### config.mk
export PLATFORM = sky130hd
export DESIGN_NAME = led_game_scheduler
export DESIGN_NICKNAME = d
export VERILOG_FILES = /design/src/rtl/led_game_scheduler.sv
export SDC_FILE = /design/constraint.sdc
export NUM_CORES = 1
export LEC_CHECK = 0
export CORE_ASPECT_RATIO = 1.4
export CORE_MARGIN = 5
export CORE_UTILIZATION = 40
export CTS_BUF_LIST = sky130_fd_sc_hd__clkbuf_2 sky130_fd_sc_hd__clkbuf_4 sky130_fd_sc_hd__clkbuf_8
export DETAILED_ROUTE_END_ITERATION = 10
export GPL_ROUTABILITY_DRIVEN = 0
export PLACE_DENSITY_LB_ADDON = 0.25
export SYNTH_ARGS = -nofsm -noshare
export SYNTH_HDL_FRONTEND = slang
export SYNTH_SLANG_ARGS = --single-unit
export TNS_END_PERCENT = 30
### constraint.sdc
create_clock -name clock -period 4.2 [get_ports clock]
set_input_delay 0.84 -clock clock [delete_from_list [all_inputs] [get_ports clock]]
set_output_delay 0.84 -clock clock [all_outputs]
set_load 0.01 [all_outputs]
### src/rtl/led_game_scheduler.sv
// led_game_scheduler
// Round sequencer for the LED reaction game. A single lit LED steps across
// the 10-LED bar at a rate set by the current level. Switch presses are
// judged against the lit LED. The block keeps the BCD score, the level and
// the miss count, and declares game over after too many misses.
//
// Optional build macro: LED_GAME_BOUNCE_EN
//   When defined, the LED moves back and forth (9..0..9) instead of
//   wrapping from 0 back to 9.
//
// Ports:
//   clock       in   system clock, rising edge
//   reset       in   asynchronous active-high reset
//   start       in   starts a new game from IDLE or OVER
//   switch      in   player switches (10), already synchronised
//   led         out  LED bar drive (10)
//   score_tens  out  BCD tens digit of the score
//   score_ones  out  BCD ones digit of the score
//   level       out  current level, 0..MAX_LEVEL
//   state       out  IDLE=0 RUN=1 HIT=2 MISS=3 LEVEL_UP=4 OVER=5
//   game_over   out  high only in OVER
module led_game_scheduler #(
    parameter int TICK_BASE      = 8,
    parameter int TICK_W         = 24,
    parameter int HITS_PER_LEVEL = 4,
    parameter int MAX_MISSES     = 3,
    parameter int MAX_LEVEL      = 3
) (
    input  logic        clock,
    input  logic        reset,
    input  logic        start,
    input  logic [9:0]  switch,
    output logic [9:0]  led,
    output logic [3:0]  score_tens,
    output logic [3:0]  score_ones,
    output logic [1:0]  level,
    output logic [2:0]  state,
    output logic        game_over
);

    localparam logic [2:0] S_IDLE     = 3'd0;
    localparam logic [2:0] S_RUN      = 3'd1;
    localparam logic [2:0] S_HIT      = 3'd2;
    localparam logic [2:0] S_MISS     = 3'd3;
    localparam logic [2:0] S_LEVEL_UP = 3'd4;
    localparam logic [2:0] S_OVER     = 3'd5;

    localparam int HIT_W  = $clog2(HITS_PER_LEVEL + 1);
    localparam int MISS_W = $clog2(MAX_MISSES + 1);

    logic [TICK_W-1:0] tick, tick_n, period;
    logic [3:0]        pos, pos_n;
    logic [9:0]        sw_q;
    logic [HIT_W-1:0]  hits, hits_n;
    logic [MISS_W-1:0] misses, misses_n;
    logic [2:0]        state_n;
    logic [9:0]        led_n;
    logic [3:0]        tens_n, ones_n;
    logic [1:0]        level_n;
    logic              press, tick_done, reload;
`ifdef LED_GAME_BOUNCE_EN
    logic              dir_down, dir_down_n;
`endif

    // Step period halves with each level but never drops below one cycle.
    always_comb begin
        period = TICK_W'(TICK_BASE) >> level;
        if (period == '0)
            period = TICK_W'(1);
    end

    // A press is a new nonzero pattern; a held pattern only counts once.
    assign press     = (switch != 10'd0) && (switch != sw_q);
    assign tick_done = (tick == period - TICK_W'(1));

    // Next-state logic. A press in RUN takes priority over a tick, so the
    // press is judged against the LED currently shown, not the stepped one.
    always_comb begin
        state_n  = state;
        tick_n   = tick;
        pos_n    = pos;
        hits_n   = hits;
        misses_n = misses;
        tens_n   = score_tens;
        ones_n   = score_ones;
        level_n  = level;
        reload   = 1'b0;
`ifdef LED_GAME_BOUNCE_EN
        dir_down_n = dir_down;
`endif
        case (state)
            S_IDLE, S_OVER: begin
                if (start) begin
                    state_n  = S_RUN;
                    tens_n   = 4'd0;
                    ones_n   = 4'd0;
                    level_n  = 2'd0;
                    hits_n   = '0;
                    misses_n = '0;
                    reload   = 1'b1;
                end
            end
            S_RUN: begin
                if (press) begin
                    state_n = (switch == led) ? S_HIT : S_MISS;
                end else if (tick_done) begin
                    tick_n = '0;
`ifdef LED_GAME_BOUNCE_EN
                    if (dir_down) begin
                        if (pos == 4'd0) begin
                            pos_n      = 4'd1;
                            dir_down_n = 1'b0;
                        end else begin
                            pos_n = pos - 4'd1;
                        end
                    end else begin
                        if (pos == 4'd9) begin
                            pos_n      = 4'd8;
                            dir_down_n = 1'b1;
                        end else begin
                            pos_n = pos + 4'd1;
                        end
                    end
`else
                    pos_n = (pos == 4'd0) ? 4'd9 : pos - 4'd1;
`endif
                end else begin
                    tick_n = tick + TICK_W'(1);
                end
            end
            S_HIT: begin
                if (!(score_tens == 4'd9 && score_ones == 4'd9)) begin
                    if (score_ones == 4'd9) begin
                        ones_n = 4'd0;
                        tens_n = score_tens + 4'd1;
                    end else begin
                        ones_n = score_ones + 4'd1;
                    end
                end
                hits_n  = hits + HIT_W'(1);
                state_n = (hits_n == HIT_W'(HITS_PER_LEVEL)) ? S_LEVEL_UP : S_RUN;
                reload  = 1'b1;
            end
            S_LEVEL_UP: begin
                level_n = (level == 2'(MAX_LEVEL)) ? level : level + 2'd1;
                hits_n  = '0;
                state_n = S_RUN;
            end
            S_MISS: begin
                misses_n = misses + MISS_W'(1);
                state_n  = (misses_n == MISS_W'(MAX_MISSES)) ? S_OVER : S_RUN;
                reload   = 1'b1;
            end
            default: state_n = S_IDLE;
        endcase

        // Every new round starts at the top of the bar heading down.
        if (reload) begin
            pos_n  = 4'd9;
            tick_n = '0;
`ifdef LED_GAME_BOUNCE_EN
            dir_down_n = 1'b1;
`endif
        end

        case (state_n)
            S_RUN, S_HIT, S_MISS, S_LEVEL_UP: led_n = 10'd1 << pos_n;
            S_OVER:                           led_n = 10'h3FF;
            default:                          led_n = 10'd0;
        endcase
    end

    // All game state and outputs are registered together.
    always_ff @(posedge clock or posedge reset) begin
        if (reset) begin
            state      <= S_IDLE;
            led        <= 10'd0;
            score_tens <= 4'd0;
            score_ones <= 4'd0;
            level      <= 2'd0;
            game_over  <= 1'b0;
            tick       <= '0;
            pos        <= 4'd0;
            sw_q       <= 10'd0;
            hits       <= '0;
            misses     <= '0;
`ifdef LED_GAME_BOUNCE_EN
            dir_down   <= 1'b1;
`endif
        end else begin
            state      <= state_n;
            led        <= led_n;
            score_tens <= tens_n;
            score_ones <= ones_n;
            level      <= level_n;
            game_over  <= (state_n == S_OVER);
            tick       <= tick_n;
            pos        <= pos_n;
            sw_q       <= switch;
            hits       <= hits_n;
            misses     <= misses_n;
`ifdef LED_GAME_BOUNCE_EN
            dir_down   <= dir_down_n;
`endif
        end
    end

endmodule

Figure 1. Metal 1 (run 1).
(4 px per um) Supply wires on this layer in gray. Cells faint in the background.
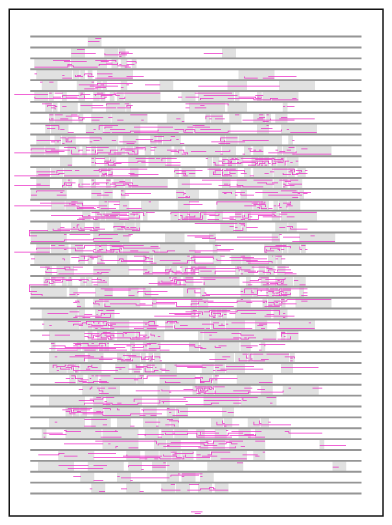
nets with wire on the layer = 436
wire length on this layer = 3720 um

Figure 2. M3 wires (run 1).
(3 px per um) Cells faint in the background.
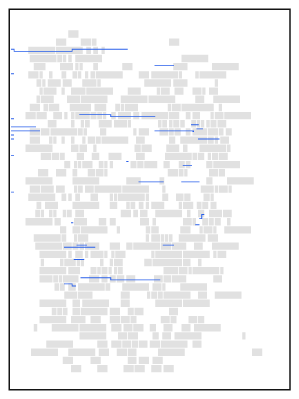
longest straight run = 19.3 um
main direction = horizontal
share of all routed wire = 2.2%
nets with wire on the layer = 19
wire length on this layer = 190 um
via count: 3024
total wire length: 8.55 mm
met3 Usage GRT: 0.0344

==> GITHUB_STEP_SUMMARY, run 1 <==
### Yosys + OpenROAD results

| Metric | Value |
|---|---|
| Fmax | 327 MHz |
| Most common logic cell in the routed design | sky130_fd_sc_hd__dfrtp_1 |
| Time the worst path needs with I/O delays and setup | 3.06 ns |
| Final routed DRC violation total | 0 |
| Leakage power | 1.88 nW |
| Detail Route Antenna Nets | 0 |
| Run status | finished clean |
| Top-level I/O count | 37 |
| Worst Hold End | hits[2]$_DFFE_PP0P_ |
| List of most frequent post-synthesis cells | sky130_fd_sc_hd__dfrtp_1, sky130_fd_sc_hd__nor2_1, sky130_fd_sc_hd__xnor2_1 |
| Final Worst Setup Slack | 1.14 ns |
| Seq pwr share | 0.391 |
| Overall power of the completed layout | 2.26 mW |
| CTS root buffer | sky130_fd_sc_hd__clkbuf_8 |
| Met1 GRT Util | 0.191 |
| Post-placement setup slack | 0.784 ns |
| Count of fill cells added during filler insertion | 881 |
| Reg-to-Reg Start | level[0]$_DFFE_PP0P_ |
| Final design area excluding fillers | 4530 um^2 |
| Kind of path behind the tightest hold check | flop to flop |
| Pins Over Slew Limit | 0 |
| Largest fanout of any net on the critical path | 20 |
| Post-route clock period utilization | 0.727 |
| Async SR Flop Fraction | 1.00 |
| M2 GR Usage | 0.269 |
| Top-area cell share | 0.434 |
| Area of the mapped netlist | 3870 um^2 |
| Endpoint of the lowest-slack register-to-register path | led[9]$_DFF_PP0_ |
| WP data required | 4.43 ns |
| Actual transition at the worst max-transition pin | 0.904 ns |
| CTS tree | built |
| Top logic cells by instance count in the layout | sky130_fd_sc_hd__dfrtp_1, sky130_fd_sc_hd__nor2_1, sky130_fd_sc_hd__xnor2_1, sky130_fd_sc_hd__clkdlybuf4s50_1, sky130_fd_sc_hd__nand2_1 |
| Summed standard-cell area reported by yosys | 3870 um^2 |
| Unrepaired setup endpoints after global routing | no |
| Total of buffers placed on input and output ports | 36 |
| R2R depth | 9 |
| Data arrival time of the critical path | 3.28 ns |
| Clock Path Buffers | 2 |
| TritonCTS buffer count | 9 |
| Resize count post-CTS | 0 |
| Logic area | 2040 um^2 |
| Pin count of the biggest net entering global routing | 31 |
| Half-perimeter wire length after detailed placement | 6.40 mm |
| Sequential fraction of the synthesis area | 0.434 |
| Clock transition at path regs | 0.07 ns |
| EDFF count, synth | 0 |
| Antenna violations before repair | 0 |
| Top FF cell, synth | sky130_fd_sc_hd__dfrtp_1 |
| Yosys warning count | 0 |
Figure 3. Where the registers sit (run 1).
(4 px per um) Other sequential cells in the stronger gray, the rest of the logic in the fainter gray.
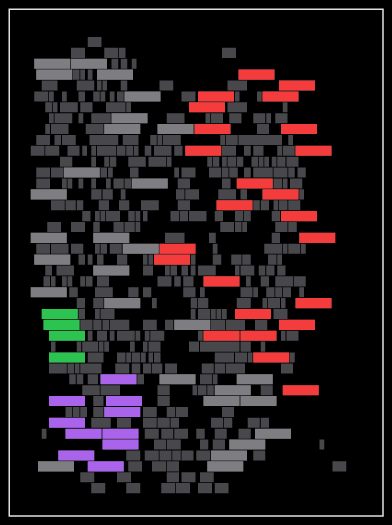
pos -> green  # sequential cells 4
tick -> red  # sequential cells 24
led -> purple  # sequential cells 10, where south-west
area used by sequential logic in the layout: 1680 um^2
P_seq: 882 uW
final core utilization: 0.479

Figure 4. Signal wires by layer (run 1).
(4 px per um) Only two layers are drawn.
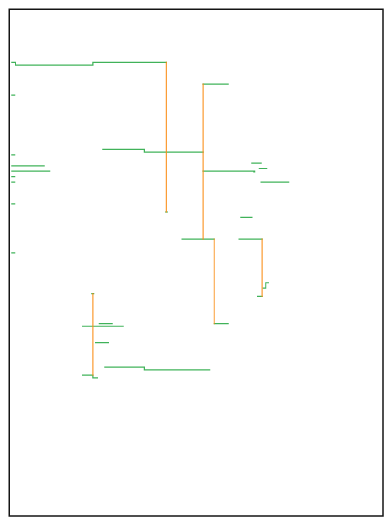
M4 -> orange  # wire length 132 um
M3 -> green  # wire length 190 um
Total Routing Usage GR: 0.156
WL per Instance: 15.5 um

-- run 1: layer usage --
layer | up-vias | share of wire
met1 | 1499 | 0.44
met4 | 0 | 0.015
met5 | - | 0
met2 | 37 | 0.53
li1 | 1476 | -
met3 | 12 | 0.022
-- run 1: area by class of cell --
cell class | count | area share
Clock buffer | 14 | 0.0411
Inverter | 15 | 0.0124
Clock inverter | 1 | 0.00662
Tap cell | 110 | 0.0304
Multi-Input combinational cell | 304 | 0.450
Sequential cell | 67 | 0.370
Timing Repair Buffer | 42 | 0.0894
-- run 1: power by group through the flow --
stage | logic (mW) | registers [mW] | clock network, mW
5_1_grt | 0.887 | 0.905 | 0.621
4_1_cts | 0.813 | 0.885 | 0.590
2_1_floorplan | 0.495 | 0.874 | 0
6_report | 0.796 | 0.882 | 0.578
3_5_place_dp | 0.805 | 0.896 | 0
3_3_place_gp | 0.800 | 0.895 | 0
-- run 1: state kept, by name, summed over array words and instances, names as in the netlist --
signal	count
game_over	1
level	2
tick	24
state	3
misses	2
score_tens	4
hits	3
led	10
score_ones	4
pos	4
sw_q	10
-- run 1: worst max path at each step --
stage | start | endpoint | slack (ns)
after global placement | switch[6] | tick[6]$_DFFE_PP0P_ | 0.84
after global routing | level[0]$_DFFE_PP0P_ | led[9]$_DFF_PP0_ | 0.99
after floorplan | reset | game_over$_DFF_PP0_ | 1.68
after detailed placement | switch[6] | tick[6]$_DFFE_PP0P_ | 0.78
final | switch[6] | tick[6]$_DFFE_PP0P_ | 1.14
after CTS | switch[6] | tick[6]$_DFFE_PP0P_ | 1.15
-- run 1: logic make-up (layout without fill, tap and decap cells) --
logic type / after synthesis / in the layout / synth area share
AND-OR/OR-AND: 61 / 61 / 0.115
XOR/XNOR: 44 / 44 / 0.0997
adder cells (fa/ha/maj): 14 / 14 / 0.0453
buffers and inverters: 30 / 72 / 0.0382
flip-flops: 67 / 67 / 0.434
multiplexers: 9 / 9 / 0.0259
AND/OR/NAND/NOR: 176 / 176 / 0.243
-- run 1: worst max-delay path, cell delays in order --
cell and delay (ns):
sky130_fd_sc_hd__clkdlybuf4s50_1 0.52, sky130_fd_sc_hd__nor4_1 0.44, sky130_fd_sc_hd__nand4_1 0.22, sky130_fd_sc_hd__o41ai_4 0.09, sky130_fd_sc_hd__buf_4 0.23, sky130_fd_sc_hd__o21ai_2 0.26, sky130_fd_sc_hd__or3_1 0.46, sky130_fd_sc_hd__xor2_1 0.17
sky130_fd_sc_hd__nor2_2 0.04
-- run 1: stage by stage --
step	instances	utilization
6_report	553	0.479
5_1_grt	553	0.479
4_1_cts	553	0.479
3_5_place_dp	538	0.456
3_3_place_gp	538	0.456
2_1_floorplan	401	-
==> run 2: changes to the inputs <==
==> constraint.sdc (replaced) <==
create_clock -name clock -period 2.5 [get_ports clock]
set_input_delay 0.5 -clock clock [delete_from_list [all_inputs] [get_ports clock]]
set_output_delay 0.5 -clock clock [all_outputs]
set_load 0.01 [all_outputs]
Figure 5. Where the registers sit (run 2).
(4 px per um) Other sequential cells in the stronger gray, the rest of the logic in the fainter gray.
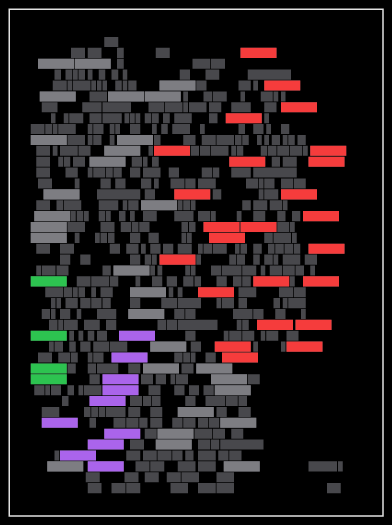
tick -> red  # sequential cells 24
led -> purple  # sequential cells 10, where south-west
pos -> green  # sequential cells 4
not colored = 29
P_seq: 1.41 mW
sequential fraction of total cell area: 0.337
final core utilization: 0.526

Figure 6. Signal wires by layer (run 2).
(4 px per um) Only two layers are drawn.
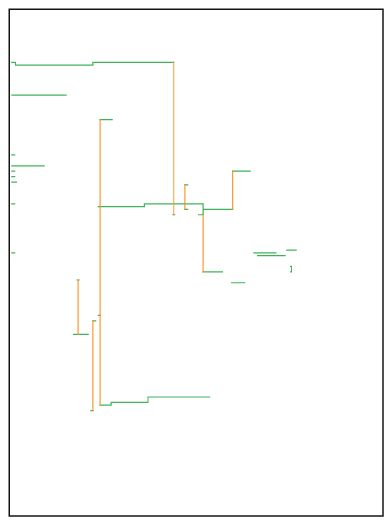
M3 -> green  # wire length 174 um
M4 -> orange  # wire length 175 um
via count: 3148
Total Routing Usage GR: 0.164

==> GITHUB_STEP_SUMMARY, run 2 <==
### Yosys + OpenROAD results

| Metric | Value |
|---|---|
| Seq pwr share | 0.336 (-0.055) |
| Total of buffers placed on input and output ports | 36 (unchanged) |
| Final Worst Setup Slack | 0.106 ns (-1.04 ns) |
| Clock transition at path regs | 0.07 ns (about the same) |
| Final routed DRC violation total | 0 (unchanged) |
| Top logic cells by instance count in the layout | sky130_fd_sc_hd__dfrtp_1, sky130_fd_sc_hd__nor2_1, sky130_fd_sc_hd__buf_4, sky130_fd_sc_hd__xnor2_1, sky130_fd_sc_hd__nand2_1 |
| Ordered list of cells on the worst path | clkdlybuf4s50_1 -> xnor2_1 -> nand2_1 -> buf_4 -> o31ai_1 -> and3_1 -> nand3b_1 -> mux2_4 -> o31ai_1 |
| Fmax | 418 MHz |
| Area of the mapped netlist | 3870 um^2 (unchanged) |
| Clock Path Buffers | 2 (unchanged) |
| Post-placement setup slack | -0.363 ns (-1.15 ns) |
| Largest fanout of any net on the critical path | 3 (-85%) |
| Maximum single-stage delay on the critical path | 0.56 ns (+0.04 ns) |
| Half-perimeter wire length after detailed placement | 6.79 mm (+6.1%) |
| WP data required | 2.76 ns (-1.67 ns) |
| Detail Route Antenna Nets | 0 (unchanged) |
| Run status | finished clean |
| List of most frequent post-synthesis cells | sky130_fd_sc_hd__dfrtp_1, sky130_fd_sc_hd__nor2_1, sky130_fd_sc_hd__xnor2_1 |
| Sequential fraction of the synthesis area | 0.434 (unchanged) |
| Data arrival time of the critical path | 2.65 ns (-0.63 ns) |
| Most prevalent standard cell on the critical path | sky130_fd_sc_hd__o31ai_1 |
| Total wire length | 9.11 mm (+6.6%) |
| Pin count of the biggest net entering global routing | 68 (+120%) |
| Top-area cell share | 0.434 (unchanged) |
## run 2: cell types whose count changed in the layout (fill, tap and decap cells not counted), sizes merged
cell           delta
bufinv            +3
dlymetal6s2s      +8
clkbuf            -2
clkdlybuf4s50     -8
buf              +41
## run 2: critical path, delay by kind of cell
family	cells	cell delay, ns
buf+inv	2	0.71
xor+xnor	1	0.14
compound gates	2	0.53
simple gates	3	0.49
mux	1	0.29
## run 2: area by class of cell
cell class / instances / area, um^2 / share of cell area
clock inverters: 4 / 120 / 0.0241
multi-input cells: 304 / 2080 / 0.417
flip-flops and latches: 67 / 1680 / 0.337
clock buffers: 12 / 159 / 0.0319
well taps: 110 / 138 / 0.0277
inverters: 15 / 56.3 / 0.0113
repair buffers: 83 / 749 / 0.151
## run 2: per-stage QoR
stage / std cells / instance area, um^2 / utilization
final: 595 / 4970 / 0.526
after global routing: 595 / 4970 / 0.526
after CTS: 592 / 4890 / 0.517
after detailed placement: 576 / 4620 / 0.488
after global placement: 576 / 4620 / 0.488
after floorplan: 401 / 3870 / -
## run 2: layer usage
metal | global-route usage | vias up | share of wire
met1 | 0.185 | 1544 | 0.42
met5 | 0 | - | 0
met3 | 0.0302 | 16 | 0.019
met4 | 0.0716 | 0 | 0.019
met2 | 0.297 | 34 | 0.54
li1 | - | 1554 | -
## run 2: power groups by stage
stage | registers, mW | logic [mW] | clock network (mW)
CTS | 1.41 | 1.54 | 1.28
global placement | 1.43 | 1.49 | 0
finish | 1.41 | 1.53 | 1.25
detailed placement | 1.44 | 1.53 | 0
floorplan | 1.47 | 0.831 | 0
global route | 1.44 | 1.68 | 1.32
## run 2: cells by family (layout without fill, tap and decap cells)
logic type               count (synthesis)  after routing  share of synthesized area
XOR/XNOR                                44             44                     0.0997
AND/OR/NAND/NOR                        176            176                      0.243
adder cells (fa/ha/maj)                 14             14                     0.0453
flip-flops                              67             67                      0.434
AND-OR/OR-AND                           61             61                      0.115
multiplexers                             9              9                     0.0259
buffers and inverters                   30            114                     0.0382
## run 2: final timing paths
path / to / slack (ns) / start / cells past startpoint
worst max-delay path: led[6]$_DFF_PP0_ / 0.11 / switch[8] / 9
worst min-delay path: sw_q[0]$_DFF_PP0_ / 0.46 / switch[0] / 2
worst max register to register: led[6]$_DFF_PP0_ / 0.12 / level[1]$_DFFE_PP0P_ / 11
worst min register to register: hits[0]$_DFFE_PP0P_ / 0.51 / hits[0]$_DFFE_PP0P_ / 1
max in group asynchronous: tick[8]$_DFFE_PP0P_ / 1.67 / reset / 3
min in group asynchronous: tick[21]$_DFFE_PP0P_ / 0.55 / reset / 3
## run 2: repair_timing
| action | 4_1_cts | 5_1_grt |
|---|---|---|
| setup endpoints to repair | 1 | 29 |
| gates resized | 0 | 15 |
| setup buffers | 0 | 3 |
| pin swaps | 1 | 6 |
Power figures rest on the tool's default switching activity, not on a simulated workload.
